File: src/rtl/store_write_port.sv
// ---------------------------------------------------------------------------
// store_write_port
//   Write port between the MEM stage and a byte-enabled RAM. Stores are
//   lane-aligned when they are accepted, held in a 2-entry FIFO, and issued
//   to the RAM one at a time by a two-state (IDLE/WRITE) FSM. Each write is
//   held until the RAM acknowledges it.
//
//   Optional feature, macro MISALIGN_EXC_EN:
//     defined   - illegal stores (unknown size code, or a half/word store
//                 that is not naturally aligned) are consumed but not
//                 enqueued. addr_error pulses for one cycle and bad_addr
//                 captures the offending address.
//     undefined - the address is forced to natural alignment, an unknown
//                 size code is treated as a word, and addr_error and
//                 bad_addr are tied to zero.
//
// Ports
//   clk, rst        clock, asynchronous active-high reset
//   st_valid        store request from the MEM stage
//   st_ready        a store can be accepted this cycle (count != 2)
//   st_addr/data    byte address / right-justified store data
//   st_sel          size code: 0001 byte, 0011 half, 1111 word
//   ram_en          RAM write request (high only in WRITE)
//   ram_write_en    per-byte write enables
//   ram_addr        word address {addr[31:2],2'b00}
//   ram_write_data  lane-aligned write data
//   ram_ack         RAM has accepted the current write (ignored in IDLE)
//   buf_empty       nothing pending and FSM idle
//   addr_error      one-cycle pulse after a rejected store
//   bad_addr        address of the last rejected store
// ---------------------------------------------------------------------------
module store_write_port (
  input  logic        clk,
  input  logic        rst,
  input  logic        st_valid,
  output logic        st_ready,
  input  logic [31:0] st_addr,
  input  logic [31:0] st_data,
  input  logic [3:0]  st_sel,
  output logic        ram_en,
  output logic [3:0]  ram_write_en,
  output logic [31:0] ram_addr,
  output logic [31:0] ram_write_data,
  input  logic        ram_ack,
  output logic        buf_empty,
  output logic        addr_error,
  output logic [31:0] bad_addr
);

  typedef enum logic [0:0] {
    IDLE  = 1'b0,
    WRITE = 1'b1
  } state_t;

  state_t      state_r;

  // FIFO storage: an entry is already aligned (word address, lanes, data)
  logic [31:0] mem_addr_r [2];
  logic [3:0]  mem_we_r   [2];
  logic [31:0] mem_data_r [2];
  logic        wr_ptr_r;
  logic        rd_ptr_r;
  logic [1:0]  count_r;

  logic        st_ready_r;
  logic        ram_en_r;
  logic [3:0]  ram_write_en_r;
  logic [31:0] ram_addr_r;
  logic [31:0] ram_write_data_r;
  logic        buf_empty_r;

  logic [3:0]  al_we_s;
  logic [31:0] al_data_s;
  logic [31:0] al_addr_s;
  logic        accept_s;
  logic        push_s;
  logic        pop_s;
  logic [1:0]  count_next_s;
  logic [31:0] follow_addr_s;
  logic [3:0]  follow_we_s;
  logic [31:0] follow_data_s;

  // Replicate the low byte/half across all lanes; the enables pick the lane
  function automatic logic [31:0] lane_data(input logic [3:0] sel, input logic [31:0] d);
    case (sel)
      4'b0001: lane_data = {4{d[7:0]}};
      4'b0011: lane_data = {2{d[15:0]}};
      default: lane_data = d;
    endcase
  endfunction

  // Byte enables; a half only looks at addr[1], so bit 0 is forced clear
  function automatic logic [3:0] lane_we(input logic [3:0] sel, input logic [1:0] a);
    case (sel)
      4'b0001: lane_we = 4'b0001 << a;
      4'b0011: lane_we = a[1] ? 4'b1100 : 4'b0011;
      default: lane_we = 4'b1111;
    endcase
  endfunction

  // Align the incoming store at acceptance time
  always_comb begin
    al_we_s   = lane_we(st_sel, st_addr[1:0]);
    al_data_s = lane_data(st_sel, st_data);
    al_addr_s = {st_addr[31:2], 2'b00};
  end

`ifdef MISALIGN_EXC_EN
  logic        legal_s;
  logic        addr_error_r;
  logic [31:0] bad_addr_r;

  // Legal codes only, each at its natural alignment
  always_comb begin
    case (st_sel)
      4'b0001: legal_s = 1'b1;
      4'b0011: legal_s = (st_addr[0] == 1'b0);
      4'b1111: legal_s = (st_addr[1:0] == 2'b00);
      default: legal_s = 1'b0;
    endcase
  end

  assign push_s = accept_s && legal_s;

  // Rejected stores: pulse the error and remember the address
  always_ff @(posedge clk or posedge rst) begin
    if (rst) begin
      addr_error_r <= 1'b0;
      bad_addr_r   <= 32'd0;
    end else if (accept_s && !legal_s) begin
      addr_error_r <= 1'b1;
      bad_addr_r   <= st_addr;
    end else begin
      addr_error_r <= 1'b0;
    end
  end

  assign addr_error = addr_error_r;
  assign bad_addr   = bad_addr_r;
`else
  assign push_s     = accept_s;
  assign addr_error = 1'b0;
  assign bad_addr   = 32'd0;
`endif

  assign accept_s = st_valid && st_ready_r;
  assign pop_s    = (state_r == WRITE) && ram_ack;

  // Occupancy after this edge; push+pop together leaves it unchanged
  always_comb begin
    case ({push_s, pop_s})
      2'b10:   count_next_s = count_r + 2'd1;
      2'b01:   count_next_s = count_r - 2'd1;
      default: count_next_s = count_r;
    endcase
  end

  // Entry presented after popping the head: the other slot when full,
  // otherwise the store being pushed on this same edge
  always_comb begin
    if (count_r == 2'd2) begin
      follow_addr_s = mem_addr_r[~rd_ptr_r];
      follow_we_s   = mem_we_r[~rd_ptr_r];
      follow_data_s = mem_data_r[~rd_ptr_r];
    end else begin
      follow_addr_s = al_addr_s;
      follow_we_s   = al_we_s;
      follow_data_s = al_data_s;
    end
  end

  // FIFO storage, pointers, occupancy and the registered ready flag
  always_ff @(posedge clk or posedge rst) begin
    if (rst) begin
      mem_addr_r[0] <= 32'd0;
      mem_addr_r[1] <= 32'd0;
      mem_we_r[0]   <= 4'd0;
      mem_we_r[1]   <= 4'd0;
      mem_data_r[0] <= 32'd0;
      mem_data_r[1] <= 32'd0;
      wr_ptr_r      <= 1'b0;
      rd_ptr_r      <= 1'b0;
      count_r       <= 2'd0;
      st_ready_r    <= 1'b1;
    end else begin
      if (push_s) begin
        mem_addr_r[wr_ptr_r] <= al_addr_s;
        mem_we_r[wr_ptr_r]   <= al_we_s;
        mem_data_r[wr_ptr_r] <= al_data_s;
        wr_ptr_r             <= ~wr_ptr_r;
      end
      if (pop_s) begin
        rd_ptr_r <= ~rd_ptr_r;
      end
      count_r    <= count_next_s;
      st_ready_r <= (count_next_s != 2'd2);
    end
  end

  // Write FSM with registered RAM-side outputs and buf_empty
  always_ff @(posedge clk or posedge rst) begin
    if (rst) begin
      state_r          <= IDLE;
      ram_en_r         <= 1'b0;
      ram_write_en_r   <= 4'd0;
      ram_addr_r       <= 32'd0;
      ram_write_data_r <= 32'd0;
      buf_empty_r      <= 1'b1;
    end else begin
      case (state_r)
        IDLE: begin
          if (count_r != 2'd0) begin
            state_r          <= WRITE;
            ram_en_r         <= 1'b1;
            ram_addr_r       <= mem_addr_r[rd_ptr_r];
            ram_write_en_r   <= mem_we_r[rd_ptr_r];
            ram_write_data_r <= mem_data_r[rd_ptr_r];
            buf_empty_r      <= 1'b0;
          end else begin
            buf_empty_r <= !push_s;
          end
        end
        WRITE: begin
          if (ram_ack) begin
            if (count_next_s != 2'd0) begin
              ram_addr_r       <= follow_addr_s;
              ram_write_en_r   <= follow_we_s;
              ram_write_data_r <= follow_data_s;
              buf_empty_r      <= 1'b0;
            end else begin
              state_r        <= IDLE;
              ram_en_r       <= 1'b0;
              ram_write_en_r <= 4'd0;
              buf_empty_r    <= 1'b1;
            end
          end
        end
        default: begin
          state_r  <= IDLE;
          ram_en_r <= 1'b0;
        end
      endcase
    end
  end

  assign st_ready       = st_ready_r;
  assign ram_en         = ram_en_r;
  assign ram_write_en   = ram_write_en_r;
  assign ram_addr       = ram_addr_r;
  assign ram_write_data = ram_write_data_r;
  assign buf_empty      = buf_empty_r;

endmodule

File: config.mk
export PLATFORM = sky130hd
export DESIGN_NAME = store_write_port
export DESIGN_NICKNAME = d
export VERILOG_FILES = /design/src/rtl/store_write_port.sv
export SDC_FILE = /design/constraint.sdc
export NUM_CORES = 1
export LEC_CHECK = 0
export CAP_MARGIN = 10
export CORE_ASPECT_RATIO = 1.2
export CORE_MARGIN = 4
export CORE_UTILIZATION = 38
export DETAILED_ROUTE_END_ITERATION = 12
export HOLD_SLACK_MARGIN = 0.03
export PLACE_DENSITY = 0.63
export SLEW_MARGIN = 0
export SYNTH_ARGS = -nofsm -noshare
export SYNTH_HDL_FRONTEND = slang
export SYNTH_SLANG_ARGS = --single-unit
File: constraint.sdc
create_clock -name clk -period 7.5 [get_ports clk]
set_clock_uncertainty 0.15 [all_clocks]
set_input_delay 1.125 -clock clk [delete_from_list [all_inputs] [get_ports clk]]
set_output_delay 1.125 -clock clk [all_outputs]
set_load 0.01 [all_outputs]
==> metrics.log <==
[report] extracting results
[metrics] summed standard-cell area reported by yosys: 0.0105 sq mm
[metrics] VDD IR-drop max: 207 uV
[metrics] final cell count without fillers: 1409
[metrics] critical path's largest stage delay: 800 ps
[metrics] Comb gates: 657
[metrics] pin count of the biggest net entering global routing: 104
[metrics] number of clock buffers inserted by TritonCTS: 22
[metrics] critical path endpoint category: register
[metrics] HP Class: register to register
[metrics] net switching share of the total power: 0.371
[metrics] ClkCell Share: 0.0558
[metrics] clock-pin transition on the worst setup and hold timing paths: 60 ps
[metrics] post-synthesis async set-or-reset flop share: 1.00
[metrics] uppermost routed layer: met4
[metrics] routing usage on met3: 0.0334
[metrics] total half-perimeter wirelength after legalization and detailed placement: 17.8 mm
[metrics] number of endpoints with negative hold slack in the final report: 0
[metrics] critical path arrival: 4180 ps
[metrics] internal power consumption: 3.61 mW
[metrics] io pins: 176
[metrics] Power, Total: 5.75 mW
[metrics] count of flip-flops with a built-in enable after synthesis: 0
[metrics] sequential cells: 206
[metrics] FF+latch area: 0.00516 sq mm
[metrics] simple-gate share of the synthesized area: 0.0688
[metrics] Top cells by area: sky130_fd_sc_hd__dfrtp_1, sky130_fd_sc_hd__mux2_2, sky130_fd_sc_hd__o21ai_0, sky130_fd_sc_hd__mux2i_1, sky130_fd_sc_hd__buf_4
[metrics] setup slack of the critical path after layout: 3550 ps
[metrics] die width: 160 microns
[metrics] relative contribution of sequential cells to total power: 0.371
[metrics] cell area after layout: 0.0126 sq mm
[metrics] setup repair after global routing missed its margin: no
[metrics] startpoint type of the worst setup path: primary input
[metrics] First-pass DRT Iterations: 4
[metrics] sum of overflow across all layers after global routing: 0
[metrics] layout buffering overhead excluding clock cells: 0.117
[metrics] launch point of the worst reg-to-reg path: state_r
[metrics] Chip Footprint: 0.0303 sq mm
[metrics] Hold Path Origin: mem_data_r[13]
[metrics] Final ANT Viol Nets: 0
[metrics] sequential share of cell area: 0.408
[metrics] CP startpoint: st_valid
[metrics] TritonCTS clock tree: done
[metrics] flops & latches, synth: 206
[metrics] Clock Tree Root: sky130_fd_sc_hd__clkbuf_16
[metrics] relative max-transition margin: 0.318
[metrics] H-Tree Level Count: 1
[metrics] kind of cell with the highest combined delay on the critical path: simple AND/OR/NAND/NOR gates
[metrics] hold path endpoint: mem_data_r[13]
[metrics] adder and majority gate portion of the synthesized area: 0.00119
[metrics] crit path cell chain: clkdlybuf4s50_1, nand2_1, ha_1, nand2b_1, a22o_2, nor2_4, mux2_2
[metrics] capture point of the critical path: ram_addr[3]
[metrics] Tcrit/Tclk final: 0.526
[metrics] number of hold-repair buffers added at the cts stage: 0
[metrics] XOR Share, Synth: 0.00334
[metrics] sum of buffers and inverters on the critical path: 1
[metrics] aoi/oai-family share of the synthesized area: 0.171
[metrics] area grow syn2layout: 20.5%
[metrics] largest area contributor in the netlist: sky130_fd_sc_hd__dfrtp_1
[metrics] sequential element share of the synthesized area: 0.492
[metrics] antenna diode instance count: 0
[metrics] number of maximum-capacitance violations: 0
[metrics] met1 layer wirelength in the final routing: 11.9 mm
[metrics] count of cells along the worst register-to-register path: 7
[metrics] yosys synthesis warning count: 0
[metrics] count of unresolved DRC violations after routing: 0
[metrics] share of the synthesized area in the top cell type: 0.487
[metrics] number of buffers inserted by post-CTS setup repair: 0
[metrics] synthesized instance count: 963
[metrics] endpoint of the lowest-slack register-to-register path: ram_addr[3]
[metrics] standby leakage power: 5.28 nW
[metrics] data required time of the critical path: 7730 ps
[metrics] reg-to-reg setup timing slack: 3900 ps
[metrics] Post-synth top cells: sky130_fd_sc_hd__dfrtp_1, sky130_fd_sc_hd__o21ai_0, sky130_fd_sc_hd__mux2_2
[metrics] wire length of the first global-routing pass: 44.2 mm
[metrics] Comb. pwr: 2.55 mW
[metrics] Non-CTS buffers: 151
[metrics] Slew @ Worst Pin: 1020 ps
[metrics] cell count listed in synth_stat.txt: 963
[metrics] Detailed Route Iter0 Violations: 372
[metrics] # setup viols final: 0
[metrics] instance area after placement: 0.0119 sq mm
[metrics] outcome: complete, no violations
[metrics] met2 wire length: 13.6 mm
[metrics] most frequently placed logic cell in the final layout: sky130_fd_sc_hd__dfrtp_1
[metrics] multiplexer share of the synthesized area: 0.197
[metrics] initial antenna violation count: 0
[metrics] comb. cell area: 0.00479 sq mm
[metrics] synthesized area per cell: 10.9 sq um
[metrics] die span in y: 190 microns
[metrics] dominant kind of combinational cell: multiplexers
[metrics] area-dominant cell class after layout: sequential cells
[metrics] count of warning messages emitted by the tools: 28
[metrics] number of stages on the worst hold path: 2
[metrics] number of cells on the critical path: 7
[metrics] sw power: 2.13 mW
[metrics] achievable frequency: 0.253 GHz
[metrics] number of fill cells in the layout: 2513
[metrics] number of core rows: 66
[metrics] Pwr top: combinational cells
[metrics] Post-Synthesis Cell Area: 0.0105 sq mm
[metrics] non-clock inverter count in the final layout: 17
[metrics] area of the core: 0.0272 sq mm
[metrics] combinational power share: 0.444
[metrics] maximum buffer depth of the clock tree: 3
[metrics] final sum of negative setup slack: 0 ps
[metrics] post-cts resize count: 0
[metrics] count of clock-net buffers in the final layout: 30
[metrics] Top FF cell, synth: sky130_fd_sc_hd__dfrtp_1
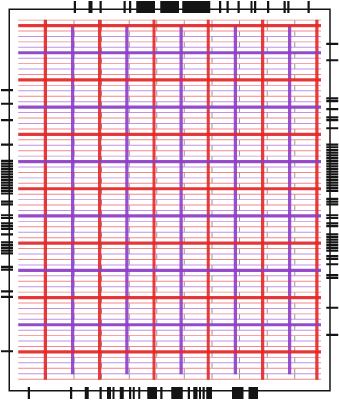
Figure 1: power grid.
Drawn at 2 px/micron. Pins as bars on the die edge. Tap cells in gray.
Key: VDD = purple; VSS = red
The core has 66 rows. 67 met1 rails follow the rows. 340 tap cells. 13 straps on met5. 11 straps on met4.

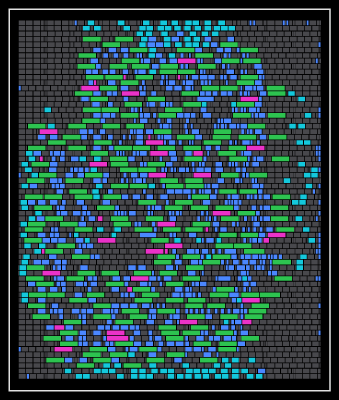
Figure 2: cells colored by class.
Drawn at 2 px/micron. Fill, decap, tap and diode cells in gray.
Key: clock drivers and dummy loads = magenta [cells 38, share of their area 5.8%]; flops = green [cells 206, share of their area 42%]; all other logic = blue [cells 674, share of their area 40%]; other buffers and delay cells = cyan [cells 151, share of their area 12%]

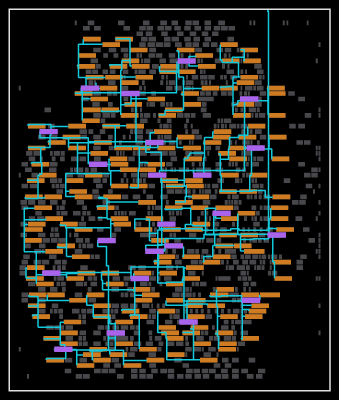
Figure 3: routed clock nets over the placement.
Drawn at 2 px/micron.
Key: cells driving clock nets = purple [count 22]; flip-flops = orange [count 206]; clock wires = cyan [length 2690 microns]
There are 23 routed clock nets.
Clock power frac: 0.185
clock network latency to the later pin of the worst-skew pair: 500 ps
power consumed by the clock network: 1.06 mW

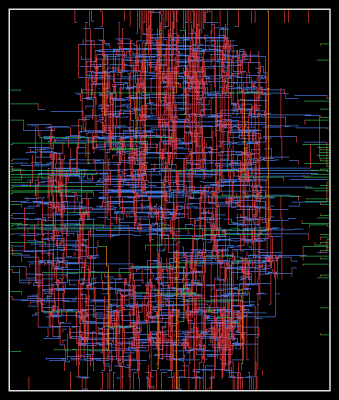
Figure 4: metal layers overlaid.
Drawn at 2 px/micron.
Key: met1 = blue [wire length 11900 microns]; met4 = orange [wire length 650 microns]; met3 = green [wire length 1460 microns]; met2 = red [wire length 13600 microns]
number of vias after detailed routing: 7683
wire length reported by the detailed router: 27.6 mm
wire per inst: 19.6 microns
GR Util All Layers: 0.179

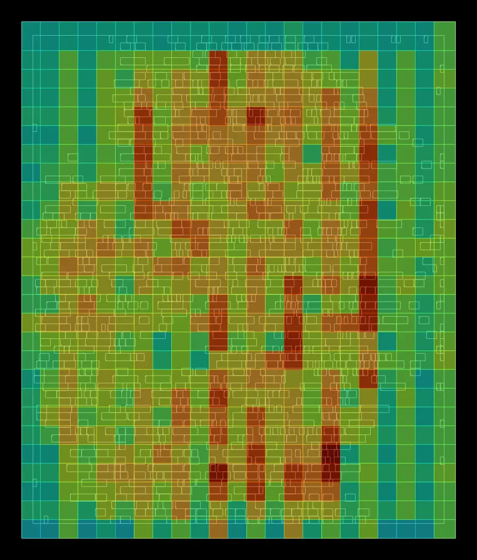
Figure 5: routing congestion.
M1 GR Usage: 0.229
most congested layer reported by global routing: met2
final standard cell utilization of the core: 0.465
met2 global-route usage: 0.310

Power is estimated from default activity; no workload was simulated.
